File: src/rtl/clock_pkg.sv
`default_nettype none
// ============================================================================
// Module      : clock_pkg
// Description : Shared constants, UART FSM state type and helpers for the
//               digital clock serial-report path.
// Revision    : 1.0 - initial release
// ============================================================================
package clock_pkg;

    localparam logic [7:0] ASCII_ZERO  = 8'h30;
    localparam logic [7:0] ASCII_COLON = 8'h3A;
    localparam logic [7:0] ASCII_CR    = 8'h0D;
    localparam logic [7:0] ASCII_LF    = 8'h0A;

    typedef enum logic [2:0] {
        IDLE  = 3'd0,
        START = 3'd1,
        DATA  = 3'd2,
        STOP  = 3'd3,
        DONE  = 3'd4
    } uart_state_t;

    function automatic int clks_per_bit(input int clk_hz, input int baud);
        return clk_hz / baud;
    endfunction

    // Byte idx of the frame "HH:MM:SS\r\n"; values are sent literally, no clamping.
    function automatic logic [7:0] frame_byte(input logic [3:0] idx,
                                              input logic [4:0] hh,
                                              input logic [5:0] mm,
                                              input logic [5:0] ss);
        logic [7:0] b;
        case (idx)
            4'd0:       b = ASCII_ZERO + 8'(hh / 5'd10);
            4'd1:       b = ASCII_ZERO + 8'(hh % 5'd10);
            4'd2, 4'd5: b = ASCII_COLON;
            4'd3:       b = ASCII_ZERO + 8'(mm / 6'd10);
            4'd4:       b = ASCII_ZERO + 8'(mm % 6'd10);
            4'd6:       b = ASCII_ZERO + 8'(ss / 6'd10);
            4'd7:       b = ASCII_ZERO + 8'(ss % 6'd10);
            4'd8:       b = ASCII_CR;
            default:    b = ASCII_LF;
        endcase
        return b;
    endfunction

endpackage
`default_nettype wire

File: src/rtl/uart_byte_tx.sv
`default_nettype none
// ============================================================================
// Module      : uart_byte_tx
// Description : 8N1 LSB-first serializer with baud counter. A byte is loaded
//               whenever i_start is high while o_ready is high.
// Revision    : 1.0 - initial release
// ============================================================================
module uart_byte_tx
    import clock_pkg::*;
#(
    parameter int CLKS_PER_BIT = 434
) (
    input  logic       clk,
    input  logic       rst_n,
    input  logic       i_start,
    input  logic [7:0] i_byte,
    output logic       o_tx,
    output logic       o_ready,
    output logic       o_busy,
    output logic       o_done
);

    localparam int CNT_W = (CLKS_PER_BIT > 1) ? $clog2(CLKS_PER_BIT) : 1;
    localparam logic [CNT_W-1:0] c_baud_last = CNT_W'(CLKS_PER_BIT - 1);

    uart_state_t      r_state;
    uart_state_t      w_next_state;
    logic [CNT_W-1:0] r_cnt;
    logic [2:0]       r_bit_idx;
    logic [7:0]       r_data;
    logic             w_baud_last;
    logic             w_ready;
    logic             w_load;

    assign w_baud_last = (r_cnt == c_baud_last);
    // Ready in the final stop-bit cycle too, so the next byte follows with no gap.
    assign w_ready     = (r_state == IDLE) || (r_state == DONE) ||
                         ((r_state == STOP) && w_baud_last);
    assign w_load      = w_ready && i_start;
    assign o_ready     = w_ready;

    always_ff @(posedge clk or negedge rst_n) begin
        if (!rst_n) r_state <= IDLE;
        else        r_state <= w_next_state;
    end

    always_comb begin
        w_next_state = r_state;
        case (r_state)
            IDLE, DONE: w_next_state = i_start ? START : IDLE;
            START:      if (w_baud_last) w_next_state = DATA;
            DATA:       if (w_baud_last && (r_bit_idx == 3'd7)) w_next_state = STOP;
            STOP:       if (w_baud_last) w_next_state = i_start ? START : DONE;
            default:    w_next_state = IDLE;
        endcase
    end

    always_comb begin
        o_tx   = 1'b1;
        o_busy = 1'b0;
        o_done = 1'b0;
        case (r_state)
            START: begin
                o_tx   = 1'b0;
                o_busy = 1'b1;
            end
            DATA: begin
                o_tx   = r_data[r_bit_idx];
                o_busy = 1'b1;
            end
            STOP:    o_busy = 1'b1;
            DONE:    o_done = 1'b1;
            default: ;
        endcase
    end

    always_ff @(posedge clk or negedge rst_n) begin
        if (!rst_n) begin
            r_cnt     <= '0;
            r_bit_idx <= '0;
            r_data    <= '0;
        end else if (w_load) begin
            r_cnt     <= '0;
            r_bit_idx <= '0;
            r_data    <= i_byte;
        end else if (r_state inside {START, DATA, STOP}) begin
            r_cnt <= w_baud_last ? '0 : r_cnt + CNT_W'(1);
            if ((r_state == DATA) && w_baud_last && (r_bit_idx != 3'd7))
                r_bit_idx <= r_bit_idx + 3'd1;
        end else begin
            r_cnt <= '0;
        end
    end

endmodule
`default_nettype wire

File: src/rtl/time_uart_tx.sv
`default_nettype none
// ============================================================================
// Module      : time_uart_tx
// Description : Snapshots hh:mm:ss on send and transmits "HH:MM:SS\r\n" as
//               10 back-to-back 8N1 bytes.
// Revision    : 1.0 - initial release
// ============================================================================
module time_uart_tx
    import clock_pkg::*;
#(
    parameter int CLK_HZ = 50_000_000,
    parameter int BAUD   = 115200
) (
    input  logic       CLOCK_50,
    input  logic       reset_n,
    input  logic       send,
    input  logic [4:0] hours,
    input  logic [5:0] minutes,
    input  logic [5:0] seconds,
    output logic       tx,
    output logic       busy,
    output logic       done
);

    localparam int         CLKS_PER_BIT = clks_per_bit(CLK_HZ, BAUD);
    localparam logic [3:0] c_last_byte  = 4'd9;

    logic [4:0] r_hours;
    logic [5:0] r_minutes;
    logic [5:0] r_seconds;
    logic [3:0] r_byte_idx;
    logic       w_ready;
    logic       w_busy;
    logic       w_accept;
    logic       w_more;
    logic       w_start;
    logic [7:0] w_byte;

    assign w_accept = send && !w_busy;
    assign w_more   = w_busy && w_ready && (r_byte_idx != c_last_byte);
    assign w_start  = w_accept || w_more;
    // First byte comes straight from the live inputs; the snapshot lands on the same edge.
    assign w_byte   = w_accept ? frame_byte(4'd0, hours, minutes, seconds)
                               : frame_byte(r_byte_idx + 4'd1, r_hours, r_minutes, r_seconds);
    assign busy     = w_busy;

    always_ff @(posedge CLOCK_50 or negedge reset_n) begin
        if (!reset_n) begin
            r_hours    <= '0;
            r_minutes  <= '0;
            r_seconds  <= '0;
            r_byte_idx <= '0;
        end else if (w_accept) begin
            r_hours    <= hours;
            r_minutes  <= minutes;
            r_seconds  <= seconds;
            r_byte_idx <= '0;
        end else if (w_more) begin
            r_byte_idx <= r_byte_idx + 4'd1;
        end
    end

    uart_byte_tx #(
        .CLKS_PER_BIT (CLKS_PER_BIT)
    ) u_byte_tx (
        .clk     (CLOCK_50),
        .rst_n   (reset_n),
        .i_start (w_start),
        .i_byte  (w_byte),
        .o_tx    (tx),
        .o_ready (w_ready),
        .o_busy  (w_busy),
        .o_done  (done)
    );

endmodule
`default_nettype wire

File: config.mk
export PLATFORM = sky130hd
export DESIGN_NAME = time_uart_tx
export DESIGN_NICKNAME = d
export VERILOG_FILES = /design/src/rtl/clock_pkg.sv /design/src/rtl/uart_byte_tx.sv /design/src/rtl/time_uart_tx.sv
export SDC_FILE = /design/constraint.sdc
export NUM_CORES = 1
export LEC_CHECK = 0
export CAP_MARGIN = 40
export CELL_PAD_IN_SITES_DETAIL_PLACEMENT = 1
export CELL_PAD_IN_SITES_GLOBAL_PLACEMENT = 1
export CORE_UTILIZATION = 50
export DETAILED_ROUTE_END_ITERATION = 8
export PLACE_DENSITY = 0.95
export SLEW_MARGIN = 20
export SYNTH_ARGS = -nofsm -noshare
export SYNTH_HDL_FRONTEND = slang
export SYNTH_SLANG_ARGS = --single-unit
File: constraint.sdc
create_clock -name CLOCK_50 -period 5.8 [get_ports CLOCK_50]
set_clock_uncertainty 0.2 [all_clocks]
set_input_delay 1.16 -clock CLOCK_50 [delete_from_list [all_inputs] [get_ports CLOCK_50]]
set_output_delay 1.16 -clock CLOCK_50 [all_outputs]
set_load 0.03 [all_outputs]
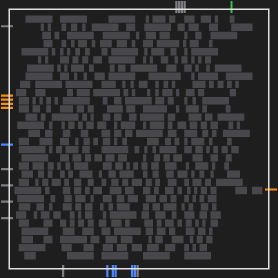
*Pin placement*
Drawn at 3 px/um. Pins as bars across the die edge, other pins in gray.
color	port	pins	direction	edge
blue	minutes	6	input	5 south, 1 west
orange	hours	5	input	4 west, 1 east
green	reset_n	1	input	north
all pins by edge	10 west, 7 south, 5 north, 1 east
Port Buffers: 22
Die Span Y: 86.0 um
DIE WIDTH: 86.0 um

==> qor.yml <==
status: "finished clean"
antenna_found_initial: 0
place.gp.congestion: 0.834
ys_ff: 44
p_per_area_nw_per_um2: 149
timing.setup.tns_ns: 0
cts_tree: "built"
vdd_drop_max_mv: 0.0971
critPathLaunchType: "flop"
synthCells: 406
hold_end: "u_byte_tx.r_cnt[0]"
yosysWarningCount: 0
grt_pass1_vias: 3397
syn-cell-area_um2: 3530
cp.required_ns: 4.44
place_area_um2: 3800
htree_num_levels: 2
yosysChipArea_um2: 3530
relSlewSlack_pct: 52.3
slew_violations: 0
numCtsBuffers: 5
edf_count: 0
critPathBufInv: 1
total_power_uw: 583
diodes: 0
drt-total-wl_mm: 9.94
drt-vias-per-instance: 6.46
clk_path_buf_depth: 2
drc: 0
drive_gt1_share_pct: 10.1
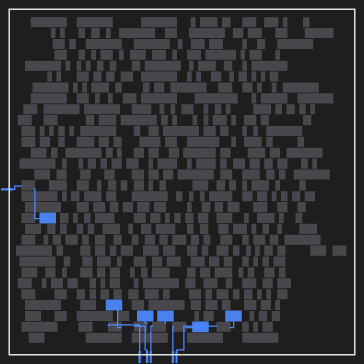
*Wires at chosen ports, followed through buffers*
Drawn at 4 px/um.
color	port	bits	direction	edge	end cells	buffers	wire
blue	minutes	6	input	5 south, 1 west	6	6	87.0 um

## synthesized netlist by cell type (3+ instances only)
master     n  area [um^2]
buf_2      7         35.0
a32o_1     3         30.0
nand3_1    9         45.0
o22ai_1    4         25.0
nand3b_1  10         75.1
or3_1      4         25.0
dfrtp_1   44         1100
a21oi_1   19         95.1
nand2b_1  15         93.8
o31ai_1    4         30.0
nor3_1     5         25.0
or3b_2     4         35.0
inv_1     13         48.8
o211ai_1  11         82.6
xnor2_1    9         78.8
a211oi_1   8         60.1
a21o_1     4         30.0
clkbuf_1  14         52.6
nand2_1   38          143
and3b_1    3         26.3
ha_1      16          200
mux2i_1    8         80.1
nand4_1    5         31.3
nor3b_1    3         22.5
mux2_2    16          180
o21ai_0   24          120
nor2b_1    7         43.8
buf_1      3         11.3
nor4b_1    3         26.3
nor2_1    34          128
and2_1     5         31.3
o21a_1     3         22.5
a31oi_1    4         25.0
xor2_1     5         43.8
## power by group
group,switching [mW],internal (mW)
registers,0,0.306
clock network,0.123,0.130
logic,0.00973,0.0131
## logic make-up after synthesis
| family | synth area share (%) |
|---|---|
| mux | 8.65 |
| flops | 31.2 |
| simple gates | 24.4 |
| xor+xnor | 3.48 |
| compound gates | 22.1 |
| fa+ha+maj | 5.96 |
| buf+inv | 4.18 |
## routing by layer
metal	share of wire, %	track usage (%)
met3	4.9	4.72
met1	44	36.1
met2	48	48.0
met4	3.0	12.4
met5	0	0
## worst max path at each step
stage / depth (start not counted) / to / slack, ns / from
floorplan: 5 / tx / 2.76 / u_byte_tx.r_bit_idx[0]
global placement: 6 / tx / 2.18 / u_byte_tx.r_bit_idx[0]
detailed placement: 6 / tx / 2.09 / u_byte_tx.r_bit_idx[0]
CTS: 6 / tx / 1.72 / u_byte_tx.r_bit_idx[0]
global route: 6 / tx / 1.64 / u_byte_tx.r_bit_idx[0]
finish: 6 / tx / 1.73 / u_byte_tx.r_bit_idx[0]
## cell type report
type                       count  area (um^2)
sequential                    44         1100
fill                         810         2880
timing repair buffer          24          243
tap                           96          120
inverter                      13         48.8
clock buffer                   5         68.8
clock inverter                 3         46.3
multi-input combinational    325         2280
## registers in the layout, summed over array words and instances, names as in the netlist
signal	flops
u_byte_tx.r_cnt	9
u_byte_tx.r_data	8
r_minutes	6
r_seconds	6
r_hours	5
r_byte_idx	4
u_byte_tx.r_bit_idx	3
u_byte_tx.r_state	3
## through the flow
step                std cells  setup WS (ns)  utilization [%]  hold WS (ns)
floorplan                 406           2.76                -         0.244
finish                    510           1.73             57.6         0.302
CTS                       510           1.72             57.6         0.305
global placement          501           2.18             55.6         0.266
detailed placement        502           2.09             55.9         0.292
global route              510           1.64             57.6         0.331
Power is estimated from default activity; no workload was simulated.
